[src/rtl/addr8s_accum_pkg.sv]
// addr8s_accum_pkg: shared types and constants for the burst accumulator.
//   state_e  - controller states (ACC collects samples, HOLD presents result)
//   DATA_W   - sample / accumulator width
//   SUM_W    - adder result width (one guard bit for overflow detection)
//   SAT_MAX / SAT_MIN - clamp values used when saturation is enabled
package addr8s_accum_pkg;

    typedef enum logic {
        ACC  = 1'b0,
        HOLD = 1'b1
    } state_e;

    localparam int DATA_W = 8;
    localparam int SUM_W  = 9;

    localparam logic [DATA_W-1:0] SAT_MAX = 8'h7F;  // +127
    localparam logic [DATA_W-1:0] SAT_MIN = 8'h80;  // -128

endpackage

[src/rtl/addr8s_cell.sv]
// addr8s_cell: combinational 8-bit signed adder with a 9-bit result.
//   A[7:0] - signed operand
//   B[7:0] - signed operand
//   O[8:0] - signed sum, wide enough to never overflow
module addr8s_cell
    import addr8s_accum_pkg::*;
(
    input  logic [DATA_W-1:0] A,
    input  logic [DATA_W-1:0] B,
    output logic [SUM_W-1:0]  O
);

    // Sign-extend both operands so O[8] is the true sign of the sum.
    assign O = {A[DATA_W-1], A} + {B[DATA_W-1], B};

endmodule

[src/rtl/addr8s_accum_ctrl.sv]
// addr8s_accum_ctrl: sums BURST_LEN signed samples and hands the result
// downstream over a valid/ready handshake.
//   clk, rst          - clock, synchronous active-high reset
//   in_valid/in_ready - sample handshake, in_data is the signed sample
//   out_valid/out_ready - result handshake
//   out_data          - signed burst sum (clamped or wrapped per SATURATE)
//   out_ovf           - some add in the burst left the 8-bit range
//   out_mismatch      - the duplicated adders disagreed during the burst
module addr8s_accum_ctrl
    import addr8s_accum_pkg::*;
#(
    parameter int BURST_LEN = 4,
    parameter int SATURATE  = 1
) (
    input  logic              clk,
    input  logic              rst,
    input  logic              in_valid,
    output logic              in_ready,
    input  logic [DATA_W-1:0] in_data,
    output logic              out_valid,
    input  logic              out_ready,
    output logic [DATA_W-1:0] out_data,
    output logic              out_ovf,
    output logic              out_mismatch
);

    localparam int CNT_W = $clog2(BURST_LEN);

    state_e              state_q, state_d;
    logic [DATA_W-1:0]   acc_q, acc_d;
    logic [CNT_W-1:0]    count_q, count_d;
    logic                ovf_q, ovf_d;
    logic                mm_q, mm_d;

    logic [SUM_W-1:0]    sum_a;
    logic [SUM_W-1:0]    sum_b;
    logic                accept;
    logic                add_ovf;
    logic [DATA_W-1:0]   add_res;

    // Primary adder feeds the accumulator; secondary only cross-checks it.
    addr8s_cell u_cell_a (.A(acc_q), .B(in_data), .O(sum_a));
    addr8s_cell u_cell_b (.A(acc_q), .B(in_data), .O(sum_b));

    assign accept  = in_valid && (state_q == ACC);
    assign add_ovf = sum_a[SUM_W-1] ^ sum_a[SUM_W-2];

    // On overflow the guard bit holds the true sign: 1 means negative overflow.
    always_comb begin
        add_res = sum_a[DATA_W-1:0];
        if (SATURATE != 0 && add_ovf)
            add_res = sum_a[SUM_W-1] ? SAT_MIN : SAT_MAX;
    end

    always_comb begin
        state_d = state_q;
        acc_d   = acc_q;
        count_d = count_q;
        ovf_d   = ovf_q;
        mm_d    = mm_q;
        case (state_q)
            ACC: begin
                if (accept) begin
                    acc_d   = add_res;
                    count_d = count_q + 1'b1;
                    ovf_d   = ovf_q | add_ovf;
                    mm_d    = mm_q | (sum_a != sum_b);
                    if (count_q == CNT_W'(BURST_LEN - 1))
                        state_d = HOLD;
                end
            end
            HOLD: begin
                if (out_ready) begin
                    state_d = ACC;
                    acc_d   = '0;
                    count_d = '0;
                    ovf_d   = 1'b0;
                    mm_d    = 1'b0;
                end
            end
            default: state_d = ACC;
        endcase
    end

    always_ff @(posedge clk) begin
        if (rst) begin
            state_q <= ACC;
            acc_q   <= '0;
            count_q <= '0;
            ovf_q   <= 1'b0;
            mm_q    <= 1'b0;
        end else begin
            state_q <= state_d;
            acc_q   <= acc_d;
            count_q <= count_d;
            ovf_q   <= ovf_d;
            mm_q    <= mm_d;
        end
    end

    // All outputs come straight from registers: no in_data-to-output path.
    assign in_ready     = (state_q == ACC);
    assign out_valid    = (state_q == HOLD);
    assign out_data     = acc_q;
    assign out_ovf      = ovf_q;
    assign out_mismatch = mm_q;

endmodule

[config.mk]
export PLATFORM = sky130hd
export DESIGN_NAME = addr8s_accum_ctrl
export DESIGN_NICKNAME = d
export VERILOG_FILES = /design/src/rtl/addr8s_accum_pkg.sv /design/src/rtl/addr8s_cell.sv /design/src/rtl/addr8s_accum_ctrl.sv
export SDC_FILE = /design/constraint.sdc
export NUM_CORES = 1
export LEC_CHECK = 0
export CAP_MARGIN = 20
export CORE_MARGIN = 4
export CORE_UTILIZATION = 45
export DETAILED_ROUTE_END_ITERATION = 12
export GPL_TIMING_DRIVEN = 0
export PLACE_DENSITY = 0.74
export SLEW_MARGIN = 25
export SYNTH_ARGS = -nofsm -noshare
export SYNTH_HDL_FRONTEND = slang
export SYNTH_SLANG_ARGS = --single-unit
[constraint.sdc]
create_clock -name clk -period 2.85 [get_ports clk]
set_clock_uncertainty 0.1 [all_clocks]
set_input_delay 0.4275 -clock clk [delete_from_list [all_inputs] [get_ports clk]]
set_output_delay 0.4275 -clock clk [all_outputs]
set_load 0.05 [all_outputs]
==> run summary, run 1 <==
run results: setup slack on the worst flop-to-flop path=450 ps, sequential cells=12, combinational cell area excluding buffers and inverters=approximately 690 sq um, fraction of synthesized cell area in xor and xnor cells=1.82%, Synth Area in Adders=a little over an eighth, hold path startpoint=count_q[1], WS Path Type=input port to register, antenna violations before repair=0, vias in the first global route=approximately 1000, total power per unit cell area=770 mW/mm^2, fill cell instance count of the final layout=between 150 and 200, placement-stage worst setup slack=-152 ps, number of clock sinks seen by CTS=12, proportion of cell area occupied by registers=roughly a fifth, clock buffer count from CTS=3, sequential share of the synthesized area=roughly 25%, chain of cells forming the critical path=clkdlybuf4s50_1 -> ha_1 -> a211o_1 -> and3b_1 -> or3_1 -> buf_6 -> a2111o_1 -> nand3_1, number of cell rows=16, outcome=completed, hpwl dp=1.91 mm, worst reg-to-reg path cell count=7, Setup TNS=0 ps, CTS clk-pin slew, worst paths=roughly 70 ps, area of all sequential standard cells=~240 sq um, critical path fanouts, max=9, Final min period=2620 ps, simple logic cell fraction of the synthesized area=between 15 and 20%, first-pass detailed-route iteration total=5, Leak=just over 0.5 nW, number of logic gates=94, top cell class by occupied area=logic gates, cell depth of the worst setup path=8, Worst EP required=2970 ps, startpoint of the worst-slack reg-to-reg timing path=out_data[1], aggregate global routing overflow=0, number of nets still failing antenna checks after routing=0, worst endpoint data arrival time=about 2700 ps, worst hold path type=register to register, RSZ-0062 raised after global routing=no, Setup Buffers After CTS=0, initial core utilization=approximately half
run 1: Yosys cell counts:
cell        n  share of area (%)
o21ai_0     1               0.52
and3b_1     1               0.91
clkbuf_1    2               0.78
fa_1        1                2.1
a21oi_1    16                8.3
inv_1       3                1.2
o211ai_1    1               0.78
a22oi_1     1               0.78
a211o_1     1               0.91
a2111o_1    3                3.5
o311ai_0    2                1.8
inv_2       1               0.39
dfxtp_1    12                 25
buf_6       1                1.2
nand2b_1    1               0.65
a211oi_1    9                7.0
conb_1      1               0.39
nor3b_1     2                1.6
or3b_1      1               0.91
o21bai_1    1               0.78
xor2_1      1               0.91
a221oi_1    1               0.91
nand3_1    10                5.2
nor2_1      7                2.7
nand4_1     1               0.65
buf_4       1               0.78
nand3b_1    1               0.78
a32oi_1     7                6.4
o21a_1      1               0.78
or3_1       1               0.65
nor2b_1     3                1.9
a2bb2oi_1   2                1.8
o211a_1     1                1.0
xnor2_1     1               0.91
buf_1       1               0.39
ha_1        9                 12
o21ai_1     1               0.52
a21o_1      2                1.6
nand2_1     3                1.2
run 1: power groups by stage:
stage,combinational [mW],clock [mW],sequential (mW)
after floorplan,0.334,0,0.355
after detailed placement,0.603,0,0.249
final,0.615,0.103,0.244
after global placement,0.589,0,0.245
after CTS,0.606,0.105,0.245
after global routing,0.674,0.110,0.250
run 1: routing by layer:
layer | vias up | GRT usage, % | wire length, um
met5 | - | 0 | 0
met4 | 0 | 4.98 | 0
met3 | 0 | 5.45 | 170
met2 | 40 | 33.1 | 1180
met1 | 490 | 24.7 | 1160
li1 | 510 | - | -
run 1: registers in the layout, summed over array words and instances, names as in the netlist:
signal and count:
count_q 2, out_valid 1, out_ovf 1, out_data 8
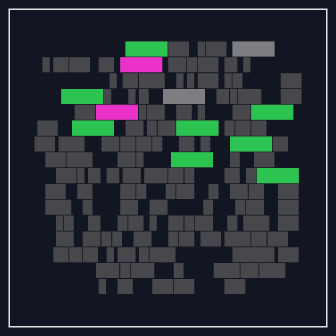
*Sequential cells coloured by netlist name, run 1*
- magenta: count_q (sequential cells 2)
- green: out_data (sequential cells 8)
- not coloured: 2

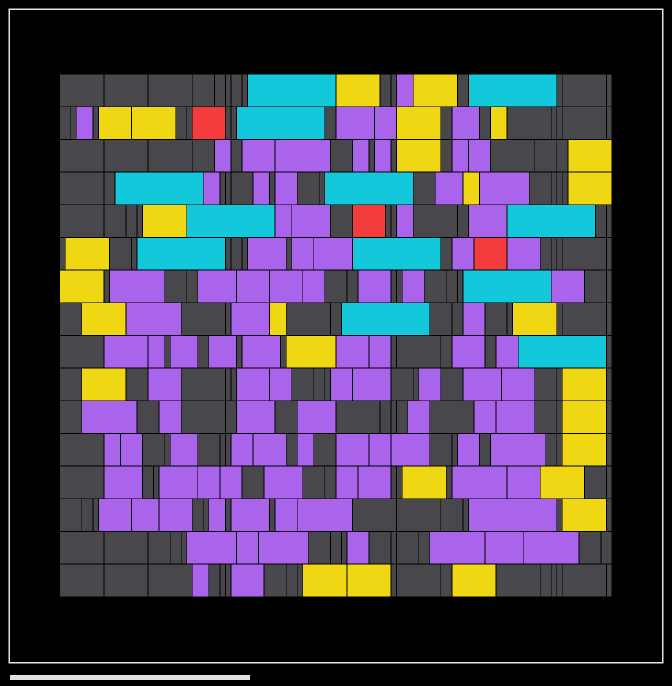
*Cells coloured by class, run 1*
The bar under the picture is 20 um long. Fill, decap, tap and diode cells in grey.
- purple: remaining logic cells (cells 98; share of their area 58%)
- cyan: registers (cells 12; share of their area 20%)
- red: clock-net drivers (cells 3; share of their area 1.9%)
- yellow: remaining buffers and delay cells (cells 27; share of their area 21%)

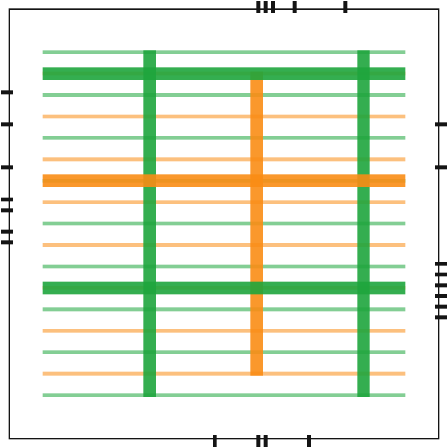
*Floorplan with the power grid, run 1*
Pins as bars on the die edge.
- orange: VDD
- green: VSS
- signal pins: 24
- met4 straps: 3
core region area: 0.00200 sq mm
vertical die dimension: 54.3 um
horizontal die dimension: 54.3 um

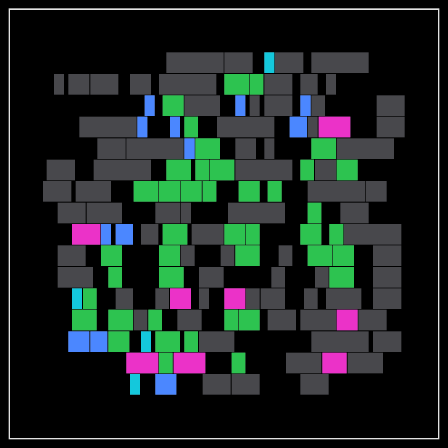
*Selected gate families, run 1*
- cyan: inv cells (cells 4)
- blue: nor cells (cells 12)
- magenta: non-inverting ao/oa cells (cells 8)
- green: aoi and oai cells (cells 42)
non-filler cells in the finished layout: 167
multi-input combinational area share: 55.0%
leading cell type in the layout, fill and taps excluded: clkdlybuf4s50_1

### The clock network, run 1

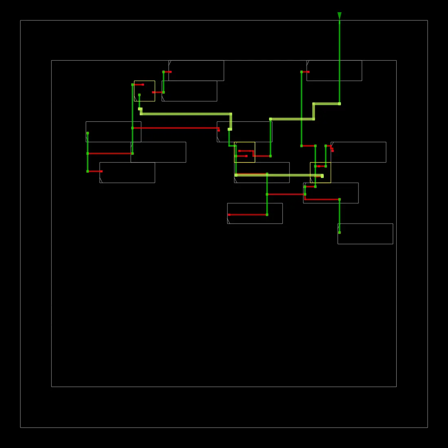

==> run 2: changes to the inputs <==
clock period = 3.1 ns   (was 2.85 ns; I/O delays follow)
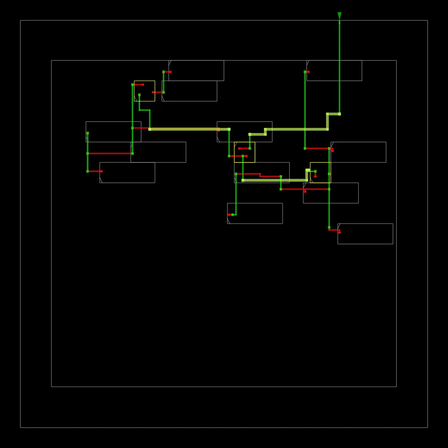
*The clock network, run 2*
sequential cells: 12
number of clock sinks seen by CTS: 12
power of the clock network: 0.0933 mW
total of clock buffers placed in the layout: 3

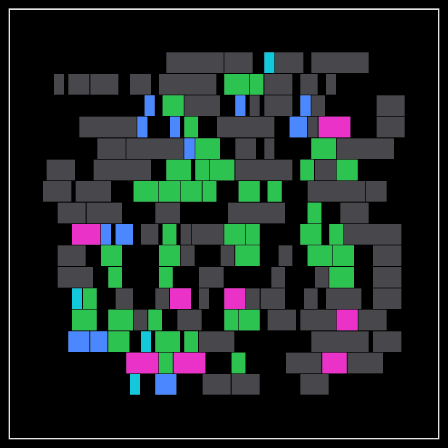
*Selected gate families, run 2*
multi-input combinational area share: 54.7%

==> run 2 against run 1 <==
Combinational power decreased by 8.9%. Routed wire length decreased by 0.44%. Highest routed layer unchanged. Global-route usage unchanged. Cell count stayed put. Flip-flop count unchanged. Die area unchanged. Register-to-register slack improved by 40 ps. Power decreased by 8.7%. Critical path type unchanged. Count of clock-buffer cells in the layout stayed put. Utilization is 0.38 points lower.
==> run summary, run 2 <==
run results: worst reg-to-reg path cell count=7 (unchanged), top cell type by total area after synthesis=dfxtp_1 (unchanged), area of all sequential standard cells=240 sq um (unchanged), number of nets still failing antenna checks after routing=0 (unchanged), Setup TNS=0 ps (unchanged), RSZ-0062 raised after global routing=no (unchanged), Async S/R FF share, synth=0% (unchanged), outcome=completed (unchanged), vertical die dimension=54.3 um (unchanged), post-synth tally of flip-flops with integrated enable=0 (unchanged), Post-synth top cells=16 x a21oi_1, 12 x dfxtp_1, 10 x nand3_1 (unchanged), top area contributor share=24.9% (unchanged), sequential share of the synthesized area=24.9% (unchanged), simple logic cell fraction of the synthesized area=17.1% (unchanged), fraction of synthesized cell area in xor and xnor cells=1.82% (unchanged), worst endpoint data arrival time=2910 ps (was 2740 ps), chain of cells forming the critical path=clkdlybuf4s50_1 -> ha_1 -> fa_1 -> nand3_1 -> a21o_1 -> a21oi_1 -> a32oi_1 -> a211oi_1 (was clkdlybuf4s50_1 -> ha_1 -> a211o_1 -> and3b_1 -> or3_1 -> buf_6 -> a2111o_1 -> nand3_1), most common cell in the netlist=a21oi_1 (unchanged), hpwl dp=1.91 mm (unchanged), WS Path Type=input port to register (unchanged), worst hold path type=register to register (unchanged), leading cell type in the layout, fill and taps excluded=clkdlybuf4s50_1 (unchanged), hold path startpoint=count_q[1] (unchanged), Worst EP required=3170 ps (was 2970 ps), aggregate global routing overflow=0 (unchanged), Synth Area in Adders=13.7% (unchanged), startpoint of the worst-slack reg-to-reg timing path=out_data[0] (was out_data[1]), fill cell instance count of the final layout=185 (was 182), clock buffer count from CTS=3 (unchanged), horizontal die dimension=54.3 um (unchanged), Area contributors post-synth=dfxtp_1 25%, ha_1 12%, a21oi_1 8.3%, a211oi_1 7.0%, a32oi_1 6.4% (unchanged), critical path fanouts, max=10 (was 9), placement-stage worst setup slack=60.4 ps (was -152 ps), first-pass detailed-route iteration total=6 (was 5), combinational cell area excluding buffers and inverters=679 sq um (was 687 sq um), Setup Buffers After CTS=0 (unchanged), vias in the first global route=994 (unchanged), initial core utilization=48.2% (unchanged), cell depth of the worst setup path=8 (unchanged), number of cell rows=16 (unchanged), Post-synth top flop=dfxtp_1 (unchanged), Final min period=between 2000 and 3000 ps
run 2: cell counts after synthesis:
No cell type changed its count.
run 2: area by class of cell:
class	instances	area share, %
Buffer	5	2.42
Inverter	4	1.21
Sequential cell	12	19.4
Tap cell	27	2.72
Timing Repair Buffer	22	17.7
Clock buffer	3	1.81
Multi-Input combinational cell	94	54.7
run 2: per-stage QoR:
step | area (sq um) | utilization, % | hold WS (ps) | std cells
2_1_floorplan | 965 | - | 370 | 115
3_3_place_gp | 1220 | 60.9 | 386 | 164
3_5_place_dp | 1220 | 60.9 | 399 | 164
4_1_cts | 1240 | 62.0 | 419 | 167
5_1_grt | 1240 | 62.0 | 468 | 167
6_report | 1240 | 62.0 | 422 | 167
run 2: power groups by stage:
stage / clock [mW] / combinational [mW] / sequential, mW
2_1_floorplan: 0 / 0.307 / 0.326
3_3_place_gp: 0 / 0.541 / 0.225
3_5_place_dp: 0 / 0.555 / 0.229
4_1_cts: 0.0967 / 0.557 / 0.225
5_1_grt: 0.101 / 0.615 / 0.230
6_report: 0.0933 / 0.560 / 0.225
run 2: worst register-to-register path: cells and delay by family, from the launching register on:
kind            cells  cell delay, ps
fa+ha+maj           2             460
flops               1             400
compound gates      4            1390
simple gates        1             160
run 2: worst max-delay path by stage:
stage | from | endpoint
2_1_floorplan | out_data[1] | out_ovf
3_3_place_gp | in_data[0] | out_data[6]
3_5_place_dp | in_data[0] | out_data[5]
4_1_cts | in_data[0] | out_data[5]
5_1_grt | in_data[0] | out_data[6]
6_report | in_data[0] | out_data[5]
run 2: routing by layer:
metal | track usage, % | share of wire (%)
met5 | 0 | 0
met4 | 4.98 | 0
met3 | 5.45 | 5.8
met2 | 33.1 | 46
met1 | 24.7 | 48
==> run 3: changes to the inputs <==
CTS_CLUSTER_DIAMETER = 50   (was default)
SLEW_MARGIN = 15   (was 25)
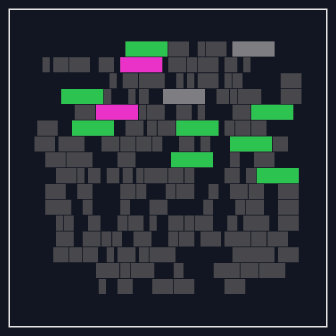
*Sequential cells coloured by netlist name, run 3*
- magenta: count_q (sequential cells 2)
- green: out_data (sequential cells 8)
- not coloured: 2
area of all sequential standard cells: 240 sq um
power dissipated in sequential cells: 0.225 mW

==> run 3 against run 2 <==
Register-to-register slack hardly changed. Flip-flop count stayed put. Design area stayed put. Count of clock-buffer cells in the layout stayed put. Highest routed layer unchanged. Sequential power hardly changed. Synthesized area stayed put.
==> run summary, run 3 <==
run results: top cell type by total area after synthesis=dfxtp_1 (unchanged), final core utilization=62.0% (unchanged), CTS clk-pin slew, worst paths=60 ps (about the same), antenna violations before repair=0 (unchanged), hpwl dp=1.91 mm (unchanged), placed instance area=0.00122 sq mm (unchanged), fill cell instance count of the final layout=185 (unchanged), vias in the first global route=994 (unchanged), Async S/R FF share, synth=0% (unchanged), Worst EP required=3170 ps (about the same), Setup TNS=0 ps (unchanged), number of nets still failing antenna checks after routing=0 (unchanged), critical path fanouts, max=10 (unchanged), number of clock sinks seen by CTS=12 (unchanged), Post-synth top flop=dfxtp_1 (unchanged), number of flip-flops under the largest register name=8 (unchanged), post-synth tally of flip-flops with integrated enable=0 (unchanged), total power per unit cell area=707 mW/mm^2 (unchanged), Area contributors post-synth=dfxtp_1 25%, ha_1 12%, a21oi_1 8.3%, a211oi_1 7.0%, a32oi_1 6.4% (unchanged), aggregate global routing overflow=0 (unchanged), number of cell rows=16 (unchanged), worst hold path type=register to register (unchanged), WS Path Type=input port to register (unchanged), RSZ-0062 raised after global routing=no (unchanged), initial core utilization=48.2% (unchanged), vertical die dimension=54.3 um (unchanged), Leak=0.505 nW (unchanged), most common cell in the netlist=a21oi_1 (unchanged), outcome=completed (unchanged)
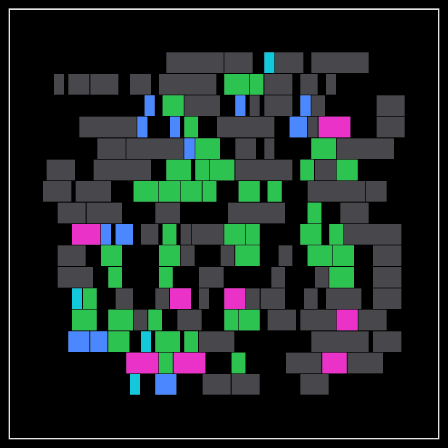
*Selected gate families, run 3*
- cyan: inv cells (cells 4)
- magenta: non-inverting ao/oa cells (cells 8)
- green: aoi and oai cells (cells 42)
- blue: nor cells (cells 12)

## run 3: cell counts after synthesis
Identical to the previous run, type by type.
## run 3: final timing paths
| path | from | endpoint | slack (ps) | cells past startpoint |
|---|---|---|---|---|
| worst max-delay path | in_data[0] | out_data[5] | 260 | 8 |
| worst min-delay path | count_q[1] | count_q[1] | 420 | 2 |
| worst max register to register | out_data[0] | out_data[5] | 490 | 7 |
| worst min register to register | count_q[1] | count_q[1] | 420 | 2 |
## run 3: per-stage QoR
stage	power [mW]	setup WS (ps)
CTS	0.880	322
floorplan	0.633	481
detailed placement	0.783	60.4
global placement	0.767	136
finish	0.878	259
global route	0.945	115
## run 3: cells by family after synthesis
logic type,Yosys count,share of synthesized area (%)
AND-OR/OR-AND,50,37.4
buffers and inverters,9,4.67
flip-flops,12,24.9
other,1,0.389
XOR/XNOR,2,1.82
adder cells (fa/ha/maj),10,13.7
AND/OR/NAND/NOR,31,17.1
## run 3: power breakdown
group | internal (mW) | total, mW | switching, mW
Clock | 0.0450 | 0.0933 | 0.0483
Combinational | 0.229 | 0.560 | 0.330
Sequential | 0.188 | 0.225 | 0.0370
## run 3: per-layer routing
layer  track usage, %  share of wire [%]  vias to the layer above
met5                0                  0                        -
met4             4.98                  0                        0
met3             5.45                5.8                        0
met2             33.1                 46                       32
met1             24.7                 48                      489
li1                 -                  -                      511
## run 3: final cells by class
type	count	area, sq um	area share (%)
plain buffers	5	30.0	2.42
clock buffers	3	22.5	1.81
inverters	4	15.0	1.21
multi-input cells	94	679	54.7
flip-flops and latches	12	240	19.4
well taps	27	33.8	2.72
repair buffers	22	220	17.7
## run 3: worst min-delay path: stages, from the launching register on
cell and delay, ps:
dfxtp_1 340, a22oi_1 70, nor2_1 80
No activity file was given, so power comes from the tool's default toggle rates.
